--- src/rtl/nebula_credit_tx.sv ---
// Credit-based NoC link transmitter: pops flits from a show-ahead FIFO and
// launches registered beats while holding receiver credits.
module nebula_credit_tx #(
  parameter int WIDTH   = 16,
  parameter int CREDITS = 8,
  localparam int CW     = $clog2(CREDITS) + 1
) (
  input  logic             clk,
  input  logic             rst_n,
  input  logic             en,
  input  logic             fifo_empty,
  input  logic [WIDTH-1:0] fifo_dout,
  output logic             fifo_pop,
  output logic             link_valid,
  output logic [WIDTH-1:0] link_data,
  input  logic             credit_ret,
  output logic [CW-1:0]    credits,
  output logic             cred_err,
  output logic [15:0]      stall_cnt
);

  localparam logic [CW-1:0] CMAX = CW'(CREDITS);
  localparam logic [CW-1:0] ONE  = CW'(1);

  logic             pending;
  logic             send;
  logic             link_valid_q, link_valid_d;
  logic [WIDTH-1:0] link_data_q,  link_data_d;
  logic [CW-1:0]    credits_q,    credits_d;
  logic             cred_err_q,   cred_err_d;
  logic [15:0]      stall_cnt_q,  stall_cnt_d;

  always_comb begin
    pending = en & ~fifo_empty;
    // Gated by rst_n so no flit is consumed from the FIFO while held in reset.
    send    = rst_n & pending & (credits_q != '0);

    link_valid_d = send;
    link_data_d  = send ? fifo_dout : link_data_q;

    credits_d  = credits_q;
    cred_err_d = cred_err_q;
    case ({send, credit_ret})
      2'b10:   credits_d = credits_q - ONE;
      2'b01: begin
        if (credits_q == CMAX) cred_err_d = 1'b1;
        else                   credits_d  = credits_q + ONE;
      end
      default: ;
    endcase

    stall_cnt_d = stall_cnt_q;
    if (pending && (credits_q == '0) && (stall_cnt_q != '1))
      stall_cnt_d = stall_cnt_q + 16'd1;
  end

  always_ff @(posedge clk or negedge rst_n) begin
    if (!rst_n) begin
      link_valid_q <= 1'b0;
      link_data_q  <= '0;
      credits_q    <= CMAX;
      cred_err_q   <= 1'b0;
      stall_cnt_q  <= '0;
    end else begin
      link_valid_q <= link_valid_d;
      link_data_q  <= link_data_d;
      credits_q    <= credits_d;
      cred_err_q   <= cred_err_d;
      stall_cnt_q  <= stall_cnt_d;
    end
  end

  assign fifo_pop   = send;
  assign link_valid = link_valid_q;
  assign link_data  = link_data_q;
  assign credits    = credits_q;
  assign cred_err   = cred_err_q;
  assign stall_cnt  = stall_cnt_q;

endmodule
--- config.mk ---
export PLATFORM = sky130hd
export DESIGN_NAME = nebula_credit_tx
export DESIGN_NICKNAME = d
export VERILOG_FILES = /design/src/rtl/nebula_credit_tx.sv
export SDC_FILE = /design/constraint.sdc
export NUM_CORES = 1
export LEC_CHECK = 0
export CAP_MARGIN = 20
export CORE_MARGIN = 4
export CORE_UTILIZATION = 33
export DETAILED_ROUTE_END_ITERATION = 8
export GPL_TIMING_DRIVEN = 0
export SKIP_LAST_GASP = 1
export SLEW_MARGIN = 20
export SYNTH_ARGS = -nofsm -noshare
export SYNTH_HDL_FRONTEND = slang
export SYNTH_SLANG_ARGS = --single-unit
export TNS_END_PERCENT = 20
--- constraint.sdc ---
create_clock -name clk -period 5 [get_ports clk]
set_clock_uncertainty 0.1 [all_clocks]
set_input_delay 1.5 -clock clk [delete_from_list [all_inputs] [get_ports clk]]
set_output_delay 1.5 -clock clk [all_outputs]
set_load 0.005 [all_outputs]
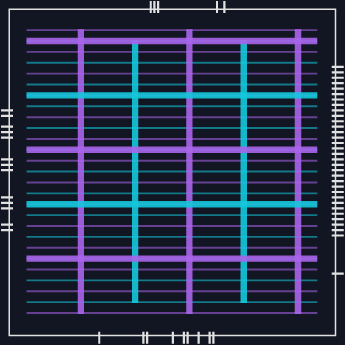
Fig. 1. Power grid.
Drawn at 4 px/µm. Pins as bars on the die edge.
| colour | net |
|---|---|
| purple | VSS |
| cyan | VDD |
met1 rails: 27
signal pins: 60
met5 straps: 5
placeable core region: 0.00514 mm²
Worst IR Drop VDD: 0.145 mV
Chip Height: 81.2 µm
die boundary width: 81.2 µm

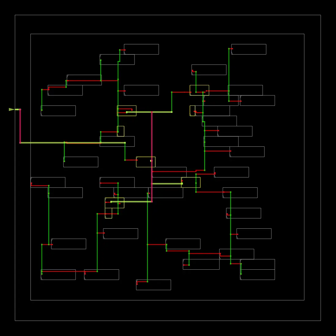
Fig. 2. Clock nets.
clock buffer count from CTS: 5
clock group total power: 0.199 mW

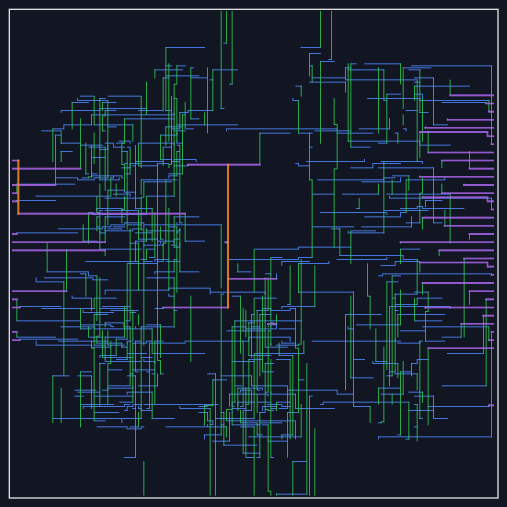
Fig. 3. Signal wires by layer.
Drawn at 6 px/µm.
| colour | layer | wire length |
|---|---|---|
| orange | met4 | 32.6 µm |
| blue | met1 | 1790 µm |
| purple | met3 | 341 µm |
| green | met2 | 1980 µm |
routed vias: 1348
overall track demand over capacity in global routing: 13.4%

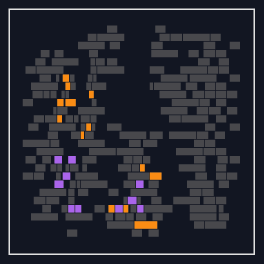
Fig. 4. Gate-type map.
Drawn at 3 px/µm.
| colour | family | cells |
|---|---|---|
| orange | NOR gates | 13 |
| purple | inverting AOI/OAI gates | 10 |
fraction of area in multi-input gates: 31.3%
most frequently placed logic cell in the final layout: sky130_fd_sc_hd__clkdlybuf4s50_1
final standard cell count with taps included and fillers excluded: 276

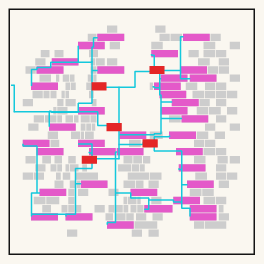
Fig. 5. Clock distribution.
Drawn at 3 px/µm.
[cyan] clock wires | length: 472 µm
[magenta] flip-flops | count: 38
[red] cells driving clock nets | count: 5
routed clock nets: 6
flops lie: widely spread
Clk Latency, worst-skew pair: 0.28 ns
relative contribution of the clock network to total power: 19.6%

==> results.ini <==
[synthesis]
synth.mux.area_fraction_pct = 13.9
postSynthNetCount = 163
synth_flop_count = 38
yosys-top-cells-area = sky130_fd_sc_hd__dfrtp_1 52%, sky130_fd_sc_hd__mux2_2 13%, sky130_fd_sc_hd__xor2_1 4.0%
yosys-dominant-comb-family = simple AND/OR/NAND/NOR gates
fraction_of_the_mapped_netlist_area_in_simple_logic_gates_pct = 15.3
synth_chip_area_mm2 = 0.00177
synthesis.yosys.warnings = 0
seq_area_frac_synth_pct = 53.9

[cts]
clk_root_buffer_cell = sky130_fd_sc_hd__clkbuf_8
clock_tree_from_tritoncts = built
cts-hold-fix-buffers = 0

[run]
log.warning_count = 26

[timing]
max_slew.worst_pin.slew_ns = 0.566
setup-violations-final = 0
finalWorstSetupSlack_ns = 0.204
max_clock_freq_ghz = 0.209

[worst_setup_path]
cpPeakStageDelay_ns = 0.51
critPathKind = input port to output pin
critical_path.max_fanout = 11
timing.critical_path.arrival_ns = 3.20
timing.critical_path.to = fifo_pop
path_cells = clkdlybuf4s50_1 > nand3b_1 > nor2_4 > buf_6 > clkdlybuf4s50_1
critPathLaunchType = input port
timing.critical_path.depth = 5
critPathMostFrequentCell = sky130_fd_sc_hd__clkdlybuf4s50_1
critical_path_required_ns = 3.40

[floorplan]
fp_util_pct = 34.4
io_pins = 60

[final_layout]
antenna-diode-count = 0
final_area_mm2 = 0.00255
multi_input_gates = 96

[global_route]
global_route.usage.met1_pct = 16.1
globalRoute.totalOverflow = 0
grt_util_met3_pct = 4.88
wire_length_of_the_first_global_routing_pass_um = 6780
grt_use_met2_pct = 22.7

[run_status]
status = finished clean

[hold_path]
timing.hold.worst.class = flop to flop
hold_start = cred_err$_DFFE_PN0P_

[placed_design]
finalWeightedCongestion = 0.792

[route]
wl_met2_um = 1980

[power_and_ir_drop]
maxPowerGroup = registers
netSwitchingFraction_pct = 29.4

No activity file was given, so power comes from the tool's default toggle rates.
